Fig. 1: routed metal, one color a layer
Scale bar: 200 µm. Only two layers are drawn.
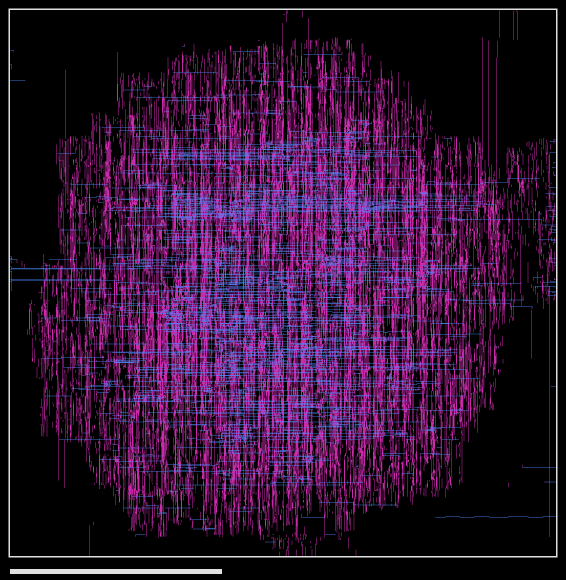
Fig. 2: cell classes on the final placement
Fill, decap, tap and diode cells in gray.
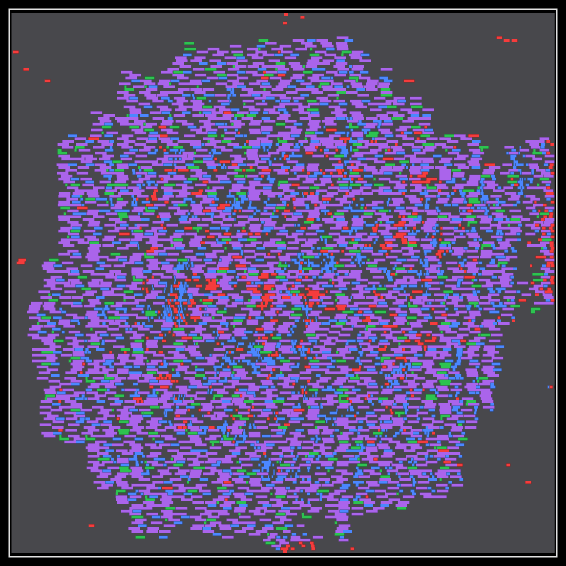
Fig. 3: clock wiring as the flow saved it
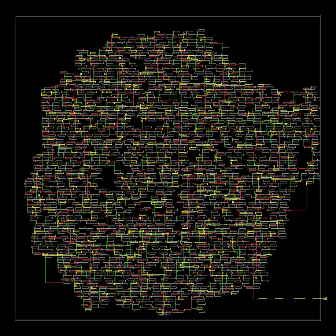
Fig. 4: register map, names as in the netlist
Scale bar: 200 µm.
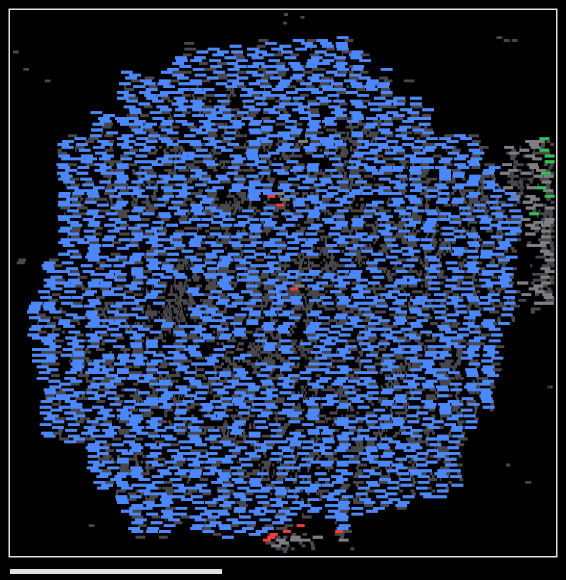
`config.mk`:
```
export PLATFORM = sky130hd
export DESIGN_NAME = pulse_width_encoder
export DESIGN_NICKNAME = d
export VERILOG_FILES = /design/src/rtl/pulse_width_encoder_pkg.sv /design/src/rtl/pwe_table.sv /design/src/rtl/pulse_width_encoder.sv
export SDC_FILE = /design/constraint.sdc
export NUM_CORES = 2
export LEC_CHECK = 0
export CAP_MARGIN = 20
export CORE_UTILIZATION = 35
export DETAILED_ROUTE_END_ITERATION = 12
export GPL_TIMING_DRIVEN = 0
export PLACE_DENSITY_LB_ADDON = 0.25
export SKIP_LAST_GASP = 1
export SYNTH_ARGS = -nofsm -noshare
export SYNTH_HDL_FRONTEND = slang
export SYNTH_HIERARCHICAL = 1
export SYNTH_SLANG_ARGS = --single-unit
```
`constraint.sdc`:
```
create_clock -name CLK -period 3.2 [get_ports CLK]
set_clock_uncertainty 0.15 [all_clocks]
set_input_delay 0.64 -clock CLK [delete_from_list [all_inputs] [get_ports CLK]]
set_output_delay 0.64 -clock CLK [all_outputs]
set_load 0.01 [all_outputs]
```
`src/rtl/pulse_width_encoder_pkg.sv`:
```
// pulse_width_encoder_pkg: shared FSM state type and pipeline/pulse-width constants.
package pulse_width_encoder_pkg;
    typedef enum logic {IDLE, STREAM} state_t;
    localparam int PIPE_LAT = 3;
    localparam int PW_MAX = 256;
    localparam int PW_W = 9;
endpackage

```
`src/rtl/pwe_table.sv`:
```
// pwe_table: read-first memory, one write port and one registered read port, BRAM-inferable.
module pwe_table #(
    parameter int AW = 8,
    parameter int DW = 9
) (
    input  logic          CLK,
    input  logic          we,
    input  logic [AW-1:0] wr_addr,
    input  logic [DW-1:0] wr_data,
    input  logic [AW-1:0] rd_addr,
    output logic [DW-1:0] rd_data
);
    logic [DW-1:0] mem [2**AW];
    // Write and registered read share the edge; a colliding read sees the old contents.
    always_ff @(posedge CLK) begin
        if (we) mem[wr_addr] <= wr_data;
        rd_data <= mem[rd_addr];
    end
endmodule

```
`src/rtl/pulse_width_encoder.sv`:
```
// pulse_width_encoder: intensity -> pulse width via lookup table, 3-stage pipeline with frame indexing.
// Optional output clamp to 256 with OVERRANGE flag: `define PULSE_WIDTH_ENCODER_CLAMP_EN.
module pulse_width_encoder
    import pulse_width_encoder_pkg::*;
#(
    parameter int DEPTH = 249,
    parameter int TABLE_AW = 8
) (
    input  logic                     CLK,
    input  logic                     RST_N,
    input  logic                     DIN_VALID,
    input  logic [15:0]              INTENSITY_IN,
    input  logic [7:0]               PHASE_IN,
    input  logic                     TBL_WE,
    input  logic [TABLE_AW-1:0]      TBL_ADDR,
    input  logic [PW_W-1:0]          TBL_DATA,
    output logic [PW_W-1:0]          PULSE_WIDTH_OUT,
    output logic [7:0]               PHASE_OUT,
    output logic [$clog2(DEPTH)-1:0] IDX_OUT,
    output logic                     DOUT_VALID,
    output logic                     UNDERRUN,
    output logic                     OVERRANGE
);
    localparam int IW = $clog2(DEPTH);

    state_t                state, state_nxt;
    logic [IW-1:0]         cnt, cnt_nxt, item_idx;
    logic                  last, short_frame;
    logic                  s1_valid, s2_valid;
    logic [TABLE_AW-1:0]   s1_addr;
    logic [7:0]            s1_phase, s2_phase;
    logic [IW-1:0]         s1_idx, s2_idx;
    logic [PW_W-1:0]       tbl_q, pw_enc;
    logic                  unused_lsbs;

    assign unused_lsbs = ^INTENSITY_IN;

    // Frame tracking state register.
    always_ff @(posedge CLK or negedge RST_N) begin
        if (!RST_N) begin
            state <= IDLE;
            cnt <= '0;
        end else begin
            state <= state_nxt;
            cnt <= cnt_nxt;
        end
    end

    // Index of the incoming item; a valid item either continues the frame or closes it on DEPTH-1.
    always_comb begin
        item_idx = (state == STREAM) ? cnt : '0;
        last = item_idx == IW'(DEPTH - 1);
        state_nxt = (DIN_VALID && !last) ? STREAM : IDLE;
        cnt_nxt = (DIN_VALID && !last) ? item_idx + IW'(1) : '0;
        short_frame = !DIN_VALID && (state == STREAM);
    end

    // Stages 1 and 2: capture input, then carry phase/index alongside the table read.
    always_ff @(posedge CLK or negedge RST_N) begin
        if (!RST_N) begin
            s1_valid <= 1'b0;
            s1_addr <= '0;
            s1_phase <= '0;
            s1_idx <= '0;
            s2_valid <= 1'b0;
            s2_phase <= '0;
            s2_idx <= '0;
        end else begin
            s1_valid <= DIN_VALID;
            s1_addr <= INTENSITY_IN[15 -: TABLE_AW];
            s1_phase <= PHASE_IN;
            s1_idx <= item_idx;
            s2_valid <= s1_valid;
            s2_phase <= s1_phase;
            s2_idx <= s1_idx;
        end
    end

    pwe_table #(.AW(TABLE_AW), .DW(PW_W)) u_table (
        .CLK     (CLK),
        .we      (TBL_WE),
        .wr_addr (TBL_ADDR),
        .wr_data (TBL_DATA),
        .rd_addr (s1_addr),
        .rd_data (tbl_q)
    );

`ifdef PULSE_WIDTH_ENCODER_CLAMP_EN
    logic over;
    // Saturate table values above the nominal maximum.
    always_comb begin
        over = tbl_q > PW_W'(PW_MAX);
        pw_enc = over ? PW_W'(PW_MAX) : tbl_q;
    end

    // Sticky overrange flag, cleared only by reset.
    always_ff @(posedge CLK or negedge RST_N) begin
        if (!RST_N) OVERRANGE <= 1'b0;
        else OVERRANGE <= OVERRANGE | (s2_valid & over);
    end
`else
    assign pw_enc = tbl_q;
    assign OVERRANGE = 1'b0;
`endif

    // Stage 3: output register, holding the last item while no new one arrives.
    always_ff @(posedge CLK or negedge RST_N) begin
        if (!RST_N) begin
            DOUT_VALID <= 1'b0;
            PULSE_WIDTH_OUT <= '0;
            PHASE_OUT <= '0;
            IDX_OUT <= '0;
            UNDERRUN <= 1'b0;
        end else begin
            DOUT_VALID <= s2_valid;
            UNDERRUN <= UNDERRUN | short_frame;
            if (s2_valid) begin
                PULSE_WIDTH_OUT <= pw_enc;
                PHASE_OUT <= s2_phase;
                IDX_OUT <= s2_idx;
            end
        end
    end
endmodule

```
==> ds_physical_params.txt <==
Implementation parameters

Parameter                              Value

Clocking
  Count of hold-fix buffers inserted at cts .................. 15
  Total number of H-tree levels .................. 4
  Clock-pin slew on the worst setup and hold paths .................. 0.06 ns
  CTS root buf .................. sky130_fd_sc_hd__clkbuf_16
  Maximum root-to-sink buffer count .................. 3
  Setup repair bufs after CTS .................. 30
  TritonCTS clock tree .................. done
  Resize count post-CTS .................. 573
  Clock sink total .................. 2391

Job
  Max-cap violations .................. 0
  Stage-log warning count .................. just under 80

Outcome
  Violations in the final reports .................. negative setup slack
  Outcome .................. complete, but fails checks

Routing
  Detailed router's first-iteration violation count .................. approximately 7500
  Vias per Instance .................. between 5 and 6
  Final ANT Viol Nets .................. 0

Yosys
  Dominant kind of combinational cell .................. multiplexers
  Sequential share of the synthesized area .................. between 70% and 80%
  Most instantiated cells after synthesis .................. sky130_fd_sc_hd__edfxtp_1, sky130_fd_sc_hd__mux4_2, sky130_fd_sc_hd__nor2_1
  Top area cell types .................. sky130_fd_sc_hd__edfxtp_1, sky130_fd_sc_hd__mux4_2, sky130_fd_sc_hd__dfrtp_1
  Number of enable-type register cells in the synthesized netlist .................. ~2300
  Synthesis area per yosys .................. between 90000 and 100000 µm²
  Register bit count reported by yosys .................. about 2400
  Simple logic cell fraction of the synthesized area .................. 2.61%
  Synthesized netlist cell count .................. around 4400
  XOR/XNOR share of the synthesized area .................. less than 1%
  Cell total in the yosys stat output .................. around 4400
  Dominant register cell .................. sky130_fd_sc_hd__edfxtp_1
  Compound-Gate Fraction of Synth Area .................. 3.70%
  Adder-cell share of the synthesized area .................. less than 1%
  Number of library cell types mapped by synthesis .................. 70
  Syn. warnings .................. 6
  Cell type with the highest aggregate area in the netlist .................. sky130_fd_sc_hd__edfxtp_1
  Syn Nets .................. between 4000 and 5000
  Most frequently used cell type in the post-synthesis netlist .................. sky130_fd_sc_hd__edfxtp_1
  Max-area cell share .................. 75.3%
  Async set or reset register ratio after synthesis .................. 3.26%

Timing
  Worst relative slew slack .................. between 10% and 20%
  Setup Viol. Count Final .................. 418
  Post-route fraction of the period consumed by the critical path .................. 109%
  Minimum clock period after layout .................. between 3 and 4 ns
  Least-Margin Pin Slew .................. between 1 and 1.5 ns
  Number of pins exceeding their max-slew limit in the final report .................. 0
  Worst path setup slack after routing .................. -0.288 ns
  RSZ-0062 raised after global routing .................. true
  Final Hold Vio Count .................. 0
  Tightest hold margin .................. slightly below 0.05 ns

Worst setup path
  Category of the most critical setup path .................. primary input to register
  Worst Setup End Kind .................. register
  End point of the critical path .................. u_table/mem[228][4]$_DFFE_PP_
  Cell chain of the critical path .................. clkdlybuf4s50_1, nor2b_1, nand3_1, clkbuf_1, nor2_2
  Worst reg2reg setup slack .................. -0.17 ns
  Library cell contributing the largest single delay on the critical path .................. sky130_fd_sc_hd__nor2_2
  Count of cell instances traversed by the critical path .................. 5
  Delay of the slowest cell on the worst path .................. ~0.83 ns
  Cell depth of the worst flop-to-flop path .................. 9
  Startpoint of the worst setup timing path .................. TBL_ADDR[5]
  Launching element type of the critical path .................. primary input

Global route
  Largest net degree at the start of global routing .................. ~160
  Via count of the first global-routing pass .................. roughly 48000

Floorplan
  Number of tapcells .................. between 3000 and 4000
  DIE AREA .................. about 260000 µm²
  DIE WIDTH .................. between 500 and 600 µm
  Number of rows in the core area .................. between 150 and 200
  Floorplan Utilization .................. a little over a third
  Die Ht .................. 514 µm

Power
  Power after layout .................. ~67 mW
  Static Leakage .................. roughly 35 nW

Layout
  Final std cell area, no fill .................. around 110000 µm²
  Multi-input gates .................. around 1700
  Most common cell after layout, fill and taps aside .................. sky130_fd_sc_hd__edfxtp_1
  Buffer count excluding the clock tree in the final layout .................. between 500 and 600
  Multi-input logic portion of the cell area .................. a little under a fifth
  Number of nets in the layout .................. around 5000
  Layout overhead on the synthesized area .................. 20.2%
  Proportion of final cell area spent on non-clock buffers .................. 5.41%
  Fill cells .................. approximately 23000
  Share of layout cells above drive strength 1 .................. between 30 and 40%

Placed design
  Worst slack at placement .................. -2.07 ns
  Total instance count after detailed placement .................. around 8000
  Placed Instance Area .................. a little under 100000 µm²
  Global placer's final weighted congestion .................. ~0.95
  Sum of net half-perimeters after detailed placement .................. between 200000 and 250000 µm
## Picture notes: Fig. 1
legend:
  met3:
    color: blue
    wire_length: 35.4 mm
  met2:
    color: magenta
    wire_length: 143 mm
average detailed-routed wire length per instance: 36.6 µm
final routed wirelength across all metal layers: 315000 µm
via count of the routed design: 50219

## Picture notes: Fig. 2
legend:
  flops:
    color: purple
    cells: 2391
    share_of_their_area: 67%
  clock drivers and dummy loads:
    color: green
    cells: 444
    share_of_their_area: 7.4%
  other buffers and delay cells:
    color: red
    cells: 532
    share_of_their_area: 5.6%
  all other logic:
    color: blue
    cells: 1734
    share_of_their_area: 20%
core region area: 260000 µm²
fraction of standard cell area that is sequential: 64.6%

## Picture notes: Fig. 3
insertion delay to the later sink of the worst-skew pair: 0.90 ns
clk pwr: 28.2 mW
sequential cell count: 2391
number of buffers created by CTS: 239
number of clock buffers in the layout: 288

## Picture notes: Fig. 4
legend:
  `IDX_OUT`:
    color: green
    sequential_cells: 8
  `u_table/rd_data`:
    color: red
    sequential_cells: 9
  `u_table/mem`:
    color: blue
    sequential_cells: 2304
    where: spread over the die
not colored: 70
Seq. pwr: 34.5 mW
register area: 71300 µm²

cells by family (layout without fill, tap and decap cells):
logic type | Yosys count | count (layout)
mux | 699 | 699
compound gates | 496 | 496
buf+inv | 273 | 984
other cells | 1 | 12
fa+ha+maj | 1 | 1
simple gates | 526 | 526
xor+xnor | 3 | 3
flops | 2391 | 2391
how the worst min path moves through the flow:
stage,start,endpoint,slack (ns)
final,TBL_DATA[1],u_table/mem[87][1]$_DFFE_PP_,0.05
after floorplan,s1_idx[0]$_DFF_PN0_,s2_idx[0]$_DFF_PN0_,0.18
after global placement,s1_idx[4]$_DFF_PN0_,s2_idx[4]$_DFF_PN0_,0.18
after detailed placement,s1_phase[2]$_DFF_PN0_,s2_phase[2]$_DFF_PN0_,0.18
after CTS,INTENSITY_IN[9],s1_addr[1]$_DFF_PN0_,0.01
after global routing,TBL_DATA[1],u_table/mem[87][1]$_DFFE_PP_,0.03
sequential cells by signal, summed over array words and instances, names as in the netlist:
signal           cells
s2_phase             8
PULSE_WIDTH_OUT      9
u_table/rd_data      9
u_table/mem       2304
IDX_OUT              8
DOUT_VALID           1
s2_idx               8
cnt                  8
s1_valid             1
s2_valid             1
UNDERRUN             1
PHASE_OUT            8
s1_phase             8
s1_idx               8
state                1
s1_addr              8
routing by layer:
| layer | global-route usage, % | wire (µm) | vias to the layer above | share of wire, % |
|---|---|---|---|---|
| li1 | - | - | 19377 | - |
| met1 | 31.4 | 122000 | 27155 | 39 |
| met2 | 36.0 | 143000 | 3067 | 45 |
| met3 | 6.29 | 35400 | 608 | 11 |
| met4 | 9.70 | 14500 | 12 | 4.6 |
| met5 | 0 | 73 | - | 0.023 |
power breakdown:
part / internal [mW] / switching, mW
clock: 15.9 / 12.2
combinational: 1.60 / 3.02
sequential: 34.5 / 0.0867
Power figures rest on the tool's default switching activity, not on a simulated workload.
